Logic cells by family:
(4 px per um)
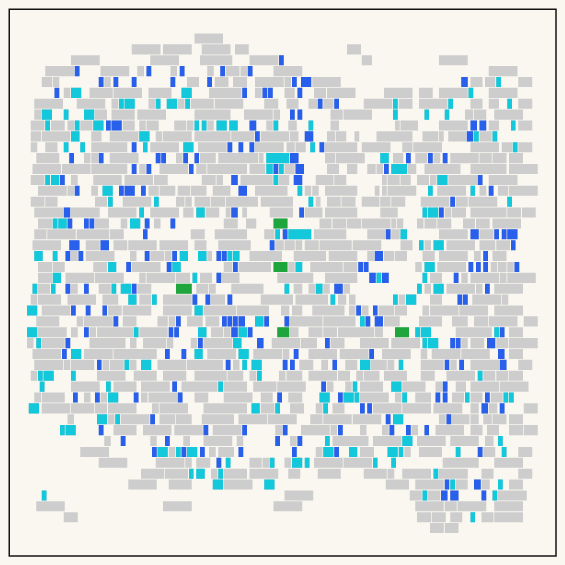
A small window of the routed layout:
Region (53, 26) to (83, 56) um. Cells in gray, sequential cells in the stronger gray; small squares are vias.
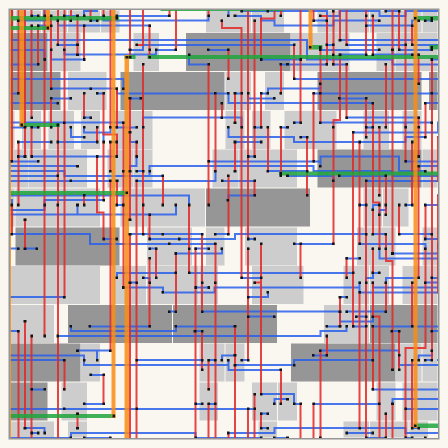
==> config.mk <==
export PLATFORM = sky130hd
export DESIGN_NAME = life_board_flat
export DESIGN_NICKNAME = d
export VERILOG_FILES = /design/src/rtl/life_board_pkg.sv /design/src/rtl/life_board_if.sv /design/src/rtl/life_rule.sv /design/src/rtl/life_board.sv /design/src/flat_wrapper.sv
export SDC_FILE = /design/constraint.sdc
export NUM_CORES = 1
export LEC_CHECK = 0
export CAP_MARGIN = 20
export CORE_MARGIN = 4
export CORE_UTILIZATION = 55
export DETAILED_ROUTE_END_ITERATION = 12
export PLACE_DENSITY = 0.77
export REMOVE_ABC_BUFFERS = 1
export SYNTH_ARGS = -nofsm -noshare
export SYNTH_HDL_FRONTEND = slang
export SYNTH_SLANG_ARGS = --single-unit
==> constraint.sdc <==
create_clock -name clk -period 17.85 [get_ports clk]
set_input_delay 2.6775 -clock clk [delete_from_list [all_inputs] [get_ports clk]]
set_output_delay 2.6775 -clock clk [all_outputs]
set_load 0.01 [all_outputs]
==> CHANGELOG.md <==
## Flow update

* R2r worst-path depth at 16
* WL met3 at 1624 um
* Cts bufs inserted at 17
* CP arrival at 10.02 ns
* Die Wd at 136.3 um
* Met3 Use GR at 0.05218
* Yosys top cell by instances: nand2_1
* Final hold slack at 0.4435 ns
* H-tree Lvls at 4
* Max cap viols at 0
* Routing usage on met1 at 0.3546
* Clk_lat worst skew at 0.43 ns
* Detailed-route wire length on metal 1 at 10080 um
* Pre-CTS setup slack at 7.750 ns
* Pwr Density at 86.01 nW/um2
* Number of vias in the routed layout at 7592
* TritonRoute pass-1 iters at 5
* Die area at 18580 um2
* Final #Nets at 1012
* Grt total ovfl at 0
* Yosys warns at 0
* Register share of total power at 0.419
* Sw Share at 0.2988
* Setup CP Type: primary input to flop
* Core area at 16000 um2
* Slew margin rel. at 0.3364
* Routed met2 length at 10390 um
* Status: finished, final reports clean
* Largest net degree at the start of global routing at 91
* Multiplexer area fraction after synthesis at 0.1564
* Setup crit end kind: flop
* Die height at 136.3 um
* Final setup TNS at 0 ns
* WP buf/inv at 4
* WL final at 22760 um
* Final setup margin at 8.127 ns
* Fillers at 1363
* Detail Route Antenna Nets at 0
* Dominant kind of combinational cell: simple AND/OR/NAND/NOR gates
* YS chip area at 9056 um2
* CP Depth at 20
* Core Util, Final at 0.6207
* Fmax at 102.9 MHz
* Worst-case vdd ir drop at 88.63 uV
* Clock Tree Root: clkbuf_16
* I/O Buffers at 32
* Top layer reached by signal wires: met4
* Top area contributor share at 0.3537
* Clock power share at 0.434
* Gate Area at 5416 um2
* Clock buffer count in the final layout at 17
* First-pass GRT wire length at 37230 um
* Post-CTS Resized at 0
* Gpl congestion at 0.9762
* CP top delay family: adder cells
* Yosys cell count at 1016
* Initial DRC count at 781
* Number of global-route vias before repair at 7029
* Synth Flop Type: dfxtp_1
* Share of cells above drive strength 1 at 0.1337
* Tapcell count at 216
* CP dominant cell by count: fa_1
* Total Power at 854.1 uW
* Synth Instances at 1016
* Endpoints failing hold at 0
* Remaining DRCs at 0
* Via density at 6.233
* Longest Clk Path Bufs at 2
* Aoi/oai-family share of the synthesized area at 0.1831
* Count of plain and timing-repair buffers at 43
* FP Rows at 46
* Inverters at 12
* Area contributors post-synth: dfxtp_1 35%, mux4_2 7.2%, nand2_1 6.9%
* IO Count at 33
* Min Tclk post-route at 9.723 ns
* FF+latch count, synth at 160
* Worst Hold Class: flop to flop
* Ys async rst share at 0
* Flop+latch power at 358 uW
* P_clk at 371 uW
* Comb pwr share at 0.147
* Tool warnings at 27
* Distinct lib cells at 54
* Top Layout Cells: 165 x nand2_1, 160 x dfxtp_1, 114 x a21oi_1
* # placed instances at 1186
* Register share after synthesis at 0.3537
* RSZ-0062 raised after global routing: no
* Flops at 160
* Mapped Avg Cell Area at 8.914 um2
* CP Cell Sequence: clkdlybuf4s50_1 > inv_1 > ha_1 > mux4_2 > nor2_1 > a21oi_1 > mux4_2 > fa_1 > fa_1 > fa_1 > ha_1 > inv_1 > fa_1 > a211oi_1 > mux2i_1 > or3_2 > nor2_4 > buf_4 > mux2i_1 > o41ai_1
* CTS sink cnt at 160
* Top cells by count: 166 x nand2_1, 160 x dfxtp_1, 114 x a21oi_1
* Critical Path Fanout Max at 34
* CTS tree: yes
* Seq/total area at 0.3225
About 'logic cells by family':
- cyan: nor cells (cells 175; where all over the die)
- blue: nand cells (cells 200)
- green: non-inverting ao/oa cells (cells 5; where center)
Top cell excl fill/tap: nand2_1
multi-input combinational area share: 0.5454
final cell count without fillers: 1218

About 'a small window of the routed layout':
- blue: metal 1
- red: metal 2
- green: metal 3
- orange: metal 4
- cells with their middle in the window: 69
- most frequent: nand2_1 (15), a21oi_1 (12), dfxtp_1 (11)
- sequential cells in the window: 11

No activity file was given, so power comes from the tool's default toggle rates.
